==> config.mk <==
export PLATFORM = sky130hd
export DESIGN_NAME = bcd_tens_comp_alu
export DESIGN_NICKNAME = d
export VERILOG_FILES = /design/src/rtl/bcd_tens_comp_alu.sv
export SDC_FILE = /design/constraint.sdc
export NUM_CORES = 1
export LEC_CHECK = 0
export CAP_MARGIN = 20
export CORE_MARGIN = 2
export CORE_UTILIZATION = 40
export CTS_CLUSTER_DIAMETER = 120
export CTS_CLUSTER_SIZE = 40
export DETAILED_ROUTE_END_ITERATION = 8
export GPL_ROUTABILITY_DRIVEN = 0
export GPL_TIMING_DRIVEN = 1
export HOLD_SLACK_MARGIN = 0.12
export PLACE_DENSITY = 0.67
export RECOVER_POWER = 100
export REMOVE_ABC_BUFFERS = 1
export SLEW_MARGIN = 15
export SYNTH_ARGS = -nofsm -noshare
export SYNTH_HDL_FRONTEND = slang
export SYNTH_SLANG_ARGS = --single-unit
==> constraint.sdc <==
create_clock -name clk -period 8.9 [get_ports clk]
set_input_delay 1.78 -clock clk [delete_from_list [all_inputs] [get_ports clk]]
set_output_delay 1.78 -clock clk [all_outputs]
set_load 0.05 [all_outputs]
==> src/rtl/bcd_tens_comp_alu.sv <==
// Digit-serial ten's-complement BCD adder/subtractor: one decimal digit per clock,
// LSD first, with start/busy/done handshake and overflow/invalid status.
module bcd_tens_comp_alu #(
  parameter int unsigned DIGITS = 4
) (
  input  logic                clk,
  input  logic                rst_n,
  input  logic [4*DIGITS-1:0] din,
  input  logic                load_a,
  input  logic                load_b,
  input  logic                start,
  input  logic                op,
  output logic                busy,
  output logic                done,
  output logic [4*DIGITS-1:0] result,
  output logic                cout,
  output logic                ovf,
  output logic                invalid
);

  localparam int unsigned   IW   = (DIGITS > 2) ? $clog2(DIGITS) : 1;
  localparam logic [IW-1:0] LAST = IW'(DIGITS - 1);

  typedef enum logic {IDLE, RUN} state_t;

  state_t              r_state, w_next;
  logic [4*DIGITS-1:0] r_a, r_b, r_res;
  logic [IW-1:0]       r_idx;
  logic                r_op, r_carry, r_inv_pend;
  logic                r_done, r_cout, r_ovf, r_invalid;

  logic       w_accept, w_last, w_inv_now, w_cy, w_ovf;
  logic       w_sa, w_sb, w_sr;
  logic [3:0] w_ad, w_bd, w_bp, w_dig, w_dig_wr;
  logic [4:0] w_s;

  assign w_accept = (r_state == IDLE) && start;
  assign w_last   = (r_state == RUN) && (r_idx == LAST);

  always_ff @(posedge clk or negedge rst_n) begin
    if (!rst_n) r_state <= IDLE;
    else        r_state <= w_next;
  end

  always_comb begin
    w_next = r_state;
    case (r_state)
      IDLE:    if (start) w_next = RUN;
      RUN:     if (r_idx == LAST) w_next = IDLE;
      default: w_next = IDLE;
    endcase
  end

  always_comb begin
    w_ad      = '0;
    w_bd      = '0;
    w_inv_now = 1'b0;
    for (int unsigned i = 0; i < DIGITS; i++) begin
      if (IW'(i) == r_idx) begin
        w_ad = r_a[4*i +: 4];
        w_bd = r_b[4*i +: 4];
      end
      if (r_a[4*i +: 4] > 4'd9 || r_b[4*i +: 4] > 4'd9) w_inv_now = 1'b1;
    end
  end

  assign w_bp     = r_op ? (4'd9 - w_bd) : w_bd;
  assign w_s      = {1'b0, w_ad} + {1'b0, w_bp} + {4'b0, r_carry};
  assign w_cy     = (w_s > 5'd9);
  assign w_dig    = w_cy ? 4'(w_s - 5'd10) : w_s[3:0];
  // Invalid operands write zero digits so out-of-range sums never reach result.
  assign w_dig_wr = r_inv_pend ? 4'd0 : w_dig;

  // Result sign comes from the MSD being computed in the final cycle.
  assign w_sa  = (r_a[4*DIGITS-1 -: 4] > 4'd4);
  assign w_sb  = (r_b[4*DIGITS-1 -: 4] > 4'd4);
  assign w_sr  = (w_dig > 4'd4);
  assign w_ovf = r_op ? ((w_sa != w_sb) && (w_sr != w_sa))
                      : ((w_sa == w_sb) && (w_sr != w_sa));

  always_ff @(posedge clk or negedge rst_n) begin
    if (!rst_n) begin
      r_a        <= '0;
      r_b        <= '0;
      r_res      <= '0;
      r_idx      <= '0;
      r_op       <= 1'b0;
      r_carry    <= 1'b0;
      r_inv_pend <= 1'b0;
      r_done     <= 1'b0;
      r_cout     <= 1'b0;
      r_ovf      <= 1'b0;
      r_invalid  <= 1'b0;
    end else begin
      r_done <= 1'b0;
      if (w_accept) begin
        r_op       <= op;
        r_carry    <= op;
        r_idx      <= '0;
        r_res      <= '0;
        r_invalid  <= 1'b0;
        r_inv_pend <= w_inv_now;
      end else if (r_state == IDLE) begin
        if (load_a) r_a <= din;
        if (load_b) r_b <= din;
      end else begin
        for (int unsigned i = 0; i < DIGITS; i++) begin
          if (IW'(i) == r_idx) r_res[4*i +: 4] <= w_dig_wr;
        end
        r_carry <= w_cy;
        r_idx   <= r_idx + IW'(1);
        if (w_last) begin
          r_idx     <= '0;
          r_done    <= 1'b1;
          r_cout    <= r_inv_pend ? 1'b0 : w_cy;
          r_ovf     <= r_inv_pend ? 1'b0 : w_ovf;
          r_invalid <= r_inv_pend;
        end
      end
    end
  end

  assign busy    = (r_state == RUN);
  assign done    = r_done;
  assign result  = r_res;
  assign cout    = r_cout;
  assign ovf     = r_ovf;
  assign invalid = r_invalid;

endmodule

==> run_1/clock_wires.png <==
Bar = 20 microns.
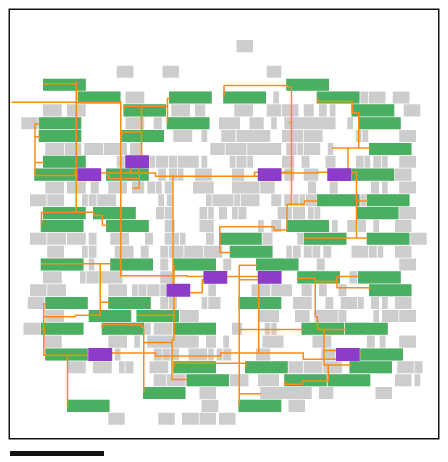
legend:
  purple:
    item: clock-net drivers
    count: 9
  green:
    item: flip-flops
    count: 58
  orange:
    item: clock wires
    length: 829 microns
flops lie: spread over the die
routed clock nets: 10
Worst Skew: 0.005786 ns

==> run_1/clock_nets.png <==
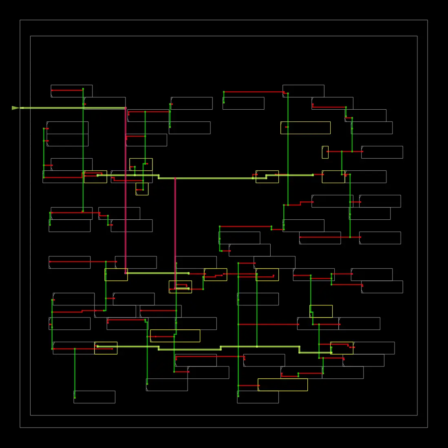
Flops: 58
CTS Buf Count: 9
total clock sinks: 58
clk_lat worst skew: 0.34 ns
# clk buffers: 12

==> run_1/class_map.png <==
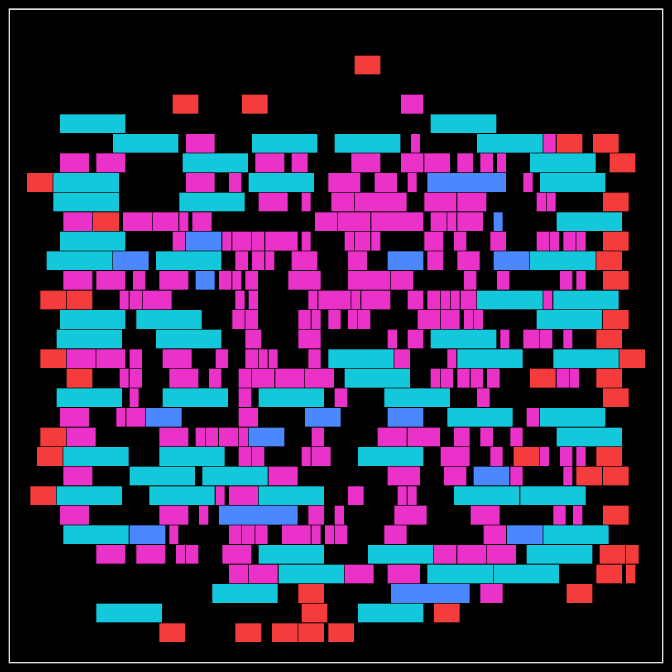
legend:
  red:
    class: remaining buffers and delay cells
    cells: 43
    share_of_their_area: 12%
  magenta:
    class: remaining logic cells
    cells: 209
    share_of_their_area: 41%
  cyan:
    class: registers
    cells: 58
    share_of_their_area: 40%
  blue:
    class: clock drivers and dummy loads
    cells: 16
    share_of_their_area: 7.1%
sequential share of cell area: 39.14%
Core Area: 7253 sq um
fin area: 3709 sq um

==> run notes, run 1 <==
flow finished, numbers: vias in the first global route=around 2,200, P&R area growth vs syn=23.60%, R2R depth=16, pin slew with the least headroom to its limit=a little over 3 ns, post-route non-filler standard cell count=425, yosys synthesis chip area=around 3000 sq um, Hold Crit Class=reg -> reg, TritonCTS clock tree=done, GRT overflow=0, capturing point of the worst reg2reg path=result[14], Post-Synthesis Cell Area=~3000 sq um, global-route wire length before repair=10,900 microns, final wirelength=about 6500 microns, CP cell instances=inv_1 > ha_1 > nand2_1 > a21oi_1 > a21oi_1 > o21ai_0 > xnor2_1 > fa_1 > fa_1 > xor2_1 > ha_1 > nand2_1 > a41oi_1 > mux2_1 > or3_1 > o21ai_0, Worst EP required=9.16 ns, Die Ht=90.61 microns, FF+latch count, synth=between 50 and 60, failing checks=max-capacitance violations, max-slew violations, Hold-fix buffers, CTS=0, Post-DP Area=about 3500 sq um, Clock Pin Slew Worst Setup and Hold Paths=~0.070 ns, drt pass-1 iters=4, setup bufs post-CTS=0, Hold Crit Depth=2, Crit-path slowest cell=ha_1, DRT iter0 DRCs=46, initial antenna violation count=0, top cells by area, synth=dfrtp_1, mux2_2, nand2_1, a21oi_1, ha_1, endpoints failing hold=0, Worst Hold End=result[9], # setup viols final=0, most frequent logic cells in the routed design=dfrtp_1, mux2_2, nand2_1, GRT Total Usage=roughly 17%, Tmin final=4.706 ns, post_cts resized=0, sequential fraction of the synthesis area=between 40 and 50%, Reg2Reg Setup Slack=4.19 ns, Routed Antenna Nets=0, status=finished with violations, Slew headroom=-101.6%, Critical Path AT=4.96 ns, FF-to-FF Start=r_idx[1], fp_density=between 40% and 50%, yosys cell count=between 200 and 300, Pins Over Slew Limit=59, Sum Neg Setup Slack=0 ns, clk buf depth=2, CP Max Fanout=18, Final period util=roughly 53%, Avg Cell Area, Syn=between 10 and 15 sq um, Yosys top cell by area=dfrtp_1, vias=2,201, dominant logic cell type in the layout=dfrtp_1, Die Wd=between 90 and 100 microns, largest net degree at the start of global routing=around 59, CP startpoint=r_idx[1], Synth cell types=37, number of max-cap violations=1, Port Buffers=42, fmax=roughly 210 MHz, Crit Path Class=reg -> reg, die area=roughly 8200 sq um, Final Net Count=roughly 350
==> run 1: cells in the mapped netlist <==
| cell | instances |
|---|---|
| ha_1 | 9 |
| o21ai_4 | 1 |
| nor2_1 | 17 |
| nand2b_1 | 4 |
| clkbuf_1 | 11 |
| a31oi_1 | 1 |
| mux2i_1 | 4 |
| inv_1 | 8 |
| nor2b_1 | 2 |
| mux2_4 | 1 |
| mux2_2 | 37 |
| buf_2 | 3 |
| buf_1 | 1 |
| a32oi_1 | 1 |
| or3_4 | 2 |
| a22o_1 | 5 |
| nand3b_1 | 6 |
| o21ai_0 | 16 |
| a41oi_4 | 1 |
| a21o_1 | 2 |
| o31a_1 | 1 |
| a21oi_1 | 23 |
| and3b_4 | 1 |
| o21a_1 | 1 |
| a211oi_1 | 1 |
| o2111ai_1 | 1 |
| dfrtp_1 | 58 |
| fa_1 | 2 |
| xor2_1 | 2 |
| nand2_1 | 32 |
| or2_2 | 2 |
| nand4_1 | 1 |
| xnor2_1 | 3 |
| o21ai_1 | 16 |
| and2_1 | 4 |
| a41oi_1 | 1 |
| mux2_1 | 1 |
==> run 1: metrics by stage <==
stage | utilization [%] | setup slack (ns)
detailed placement | 48.08 | 4.501
floorplan | - | 5.027
CTS | 51.56 | 4.475
global route | 51.13 | 3.750
global placement | 48.08 | 4.586
finish | 51.13 | 4.194
==> run 1: worst max-delay path: cells and delay by family, from the launching register on <==
family / cells / cell delay (ns)
multiplexers: 1 / 0.38
AND/OR/NAND/NOR: 3 / 0.57
adder cells (fa/ha/maj): 4 / 1.58
XOR/XNOR: 2 / 0.42
AND-OR/OR-AND: 5 / 1.15
flip-flops: 1 / 0.42
buffers and inverters: 1 / 0.09
==> run 1: per-layer routing <==
layer,track usage [%],wire length [microns]
met2,28.05,3168
met3,5.927,303
met4,4.615,61
met1,21.38,2962
met5,0,0
==> run 1: cell families after synthesis <==
group / after synthesis / share of synthesized area [%]
AOI/OAI and AO/OA: 71 / 14.47
and+or+nand+nor: 71 / 11.51
DFF: 58 / 48.37
muxes: 43 / 16.10
buffers and inverters: 23 / 3.002
adders and majority gates: 11 / 5.088
xor gates and xnor gates: 5 / 1.460
==> run 1: how the worst max path moves through the flow <==
stage,depth (start not counted),slack [ns],endpoint
after global routing,18,3.75,result[2]
after detailed placement,18,4.50,result[10]
after CTS,18,4.48,result[10]
after floorplan,17,5.03,result[10]
final,16,4.19,result[14]
after global placement,18,4.59,result[6]
==> run 1: registers in the layout, indices dropped and copies added, names as in the netlist <==
signal	count
r_a	16
r_b	16
result	16
r_idx	2
busy	1
cout	1
done	1
invalid	1
ovf	1
r_carry	1
r_inv_pend	1
r_op	1
==> run 1: final cells by class <==
| cell class | instances | area (sq um) |
|---|---|---|
| multi-input combinational | 201 | 1431 |
| clock inverter | 4 | 97.59 |
| tap | 99 | 123.9 |
| clock buffer | 12 | 155.1 |
| sequential | 58 | 1451 |
| inverter | 8 | 30.03 |
| timing repair buffer | 43 | 419.2 |
| fill | 681 | 3545 |
==> run 1 -> run 2 <==
PLACE_DENSITY = 0.69   (was 0.67)
clock period = 4.3 ns   (was 8.9 ns; I/O delays follow)
==> run 2 against run 1 <==
The run still ends with max-capacitance violations, max-slew violations left. Utilization fell by 0.19 points. Worst hold slack got worse by 0.0014 ns. Setup slack got worse by 3.9 ns. Clock skew rose by 0.00079 ns. Largest cell class is now combinational gates.
==> run notes, run 2 <==
flow finished, numbers: status=finished with violations, failing checks=max-capacitance violations, max-slew violations, FF+latch count, synth=58 (unchanged), die area=8209 sq um (unchanged), dominant logic cell type in the layout=dfrtp_1, pin slew with the least headroom to its limit=1.567 ns (-1.457 ns), Post-Synthesis Cell Area=3000 sq um (unchanged), Yosys top cell by area=dfrtp_1, fmax=249.8 MHz (+18%), Worst EP required=4.55 ns (-4.61 ns), capturing point of the worst reg2reg path=result[14], Synth Instances=roughly 280, tally of filler cells in the layout=676 (-0.73%), number of max-cap violations=1 (unchanged), count leader, synth=dfrtp_1, CTS Buf Count=9 (unchanged), top cells by area, synth=dfrtp_1, mux2_2, nand2_1, a21oi_1, ha_1, Die Ht=90.61 microns (unchanged), global-route wire length before repair=10,900 microns (about the same), post-DR vias/cell=roughly 5.2, endpoints failing hold=0 (unchanged), largest net degree at the start of global routing=32 (-46%), most frequent logic cells in the routed design=dfrtp_1, mux2_2, nand2_1, Die Wd=90.61 microns (unchanged), Hold Crit Class=reg -> reg, TritonCTS clock tree=done, Worst setup EP type=flop, drt pass-1 iters=4 (unchanged), fp_density=41.37% (unchanged), DRT iter0 DRCs=60 (+30%), Critical Path AT=4.26 ns (-0.70 ns), vias=2,242 (+1.9%), # setup viols final=0 (unchanged), Port Buffers=42 (unchanged), Crit Path Class=reg -> reg, Routed Antenna Nets=0 (unchanged), total clock sinks=58 (unchanged), FF-to-FF Start=r_idx[0], Worst Hold End=result[9], GRT overflow=0 (unchanged), Hold Crit Depth=2 (unchanged), Pins Over Slew Limit=32 (-46%), initial antenna violation count=0 (unchanged), sequential fraction of the synthesis area=48.37% (unchanged), Core Area=7253 sq um (unchanged), vias in the first global route=2,275 (+1.3%), clk buf depth=2 (unchanged), EDFF count, synth=0 (unchanged), clk_lat worst skew=0.34 ns (about the same), Final period util=93.11% (+40 points), Slew headroom=-4.473% (+97 points), Synth Flop Type=dfrtp_1, setup bufs post-CTS=0 (unchanged), yosys synthesis chip area=3000 sq um (unchanged), ys async rst share=100.0% (unchanged), Avg Cell Area, Syn=10.64 sq um (unchanged), Synth cell types=37 (unchanged), yosys cell count=282 (unchanged), synth cell count leaders=dfrtp_1, mux2_2, nand2_1, Clock Pin Slew Worst Setup and Hold Paths=0.06 ns (about the same), Tmin final=4.004 ns (-0.7021 ns), CP Max Fanout=5 (-13), Final Net Count=358 (+1.1%), P&R area growth vs syn=23.14%, synth warn=0, post-route non-filler standard cell count=428 (+0.71%), R2R depth=16 (unchanged), Reg2Reg Setup Slack=0.30 ns (-3.90 ns), Sum Neg Setup Slack=0 ns (unchanged)
run 2: cell counts after synthesis:
Identical to the previous run, type by type.
run 2: cells by family (layout without fill, tap and decap cells):
logic type	after synthesis	count (layout)	share of synthesized area, %
muxes	43	43	16.10
adders and majority gates	11	11	5.088
buffers and inverters	23	70	3.002
and+or+nand+nor	71	71	11.51
xor gates and xnor gates	5	5	1.460
DFF	58	58	48.37
AOI/OAI and AO/OA	71	71	14.47
run 2: worst max-delay path: stages (launching register included):
cell and delay, ns:
dfrtp_1 0.42, inv_1 0.10, ha_1 0.27, nand3b_1 0.10, a21oi_1 0.16, a21oi_1 0.06, o21ai_1 0.16, xnor2_1 0.10
fa_1 0.42, fa_1 0.44, xor2_2 0.24, ha_1 0.20, nand2_1 0.09, a41oi_4 0.30, mux2_4 0.33, or3_4 0.34
o21ai_0 0.17
run 2: per-stage QoR:
stage / util (%) / hold WS (ns) / area [sq um] / setup slack, ns
3_3_place_gp: 48.49 / 0.4689 / 3517 / 0.3509
6_report: 50.94 / 0.4697 / 3695 / 0.2964
2_1_floorplan: - / 0.4806 / 2940 / 0.4267
5_1_grt: 50.94 / 0.4986 / 3695 / 0.03226
4_1_cts: 50.84 / 0.4878 / 3687 / 0.1359
3_5_place_dp: 48.49 / 0.4745 / 3517 / 0.1781
run 2: worst max-delay path by stage:
stage                        start          to  slack, ns  cells past startpoint
final                     r_idx[0]  result[14]       0.30                     16
after global routing      r_idx[0]   result[6]       0.03                     16
after CTS                 r_idx[1]  result[10]       0.14                     18
after detailed placement  r_idx[1]  result[10]       0.18                     18
after global placement    r_idx[1]   result[6]       0.35                     18
after floorplan           r_idx[1]  result[10]       0.43                     17
run 2: timing repair:
item,4_1_cts,5_1_grt
setup endpoints to repair,0,5
gates resized,0,4
hold buffers,0,0
run 2: final cells by class:
cell class	instances	area (sq um)	share of cell area (%)
clock buffers	12	155.1	4.199
inverters	8	30.03	0.8127
flip-flops and latches	58	1451	39.28
well taps	99	123.9	3.353
repair buffers	47	444.2	12.02
clock inverters	3	15.01	0.4064
multi-input cells	201	1475	39.93
run 2: per-layer routing:
metal  up-vias  routed length [microns]  GRT usage [%]
met5         -                        0              0
met2        60                     3004          26.55
met1      1092                     2885          21.41
met3        14                      365          5.676
met4         0                      113          7.051
li1       1076                        -              -
==> run_2/clock_wires.png <==
Bar = 20 microns.
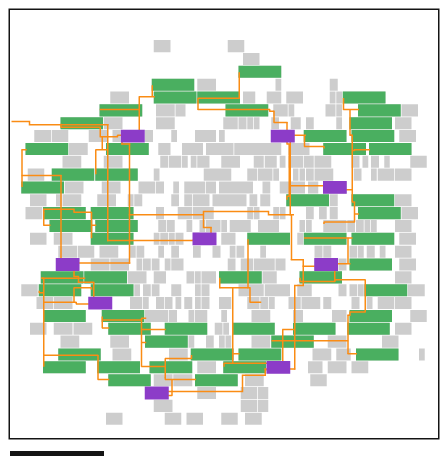
legend:
  purple:
    item: clock-net drivers
    count: 9
  green:
    item: flip-flops
    count: 58
  orange:
    item: clock wires
    length: 765 microns
routed clock nets: 10
Worst Skew: 0.006579 ns

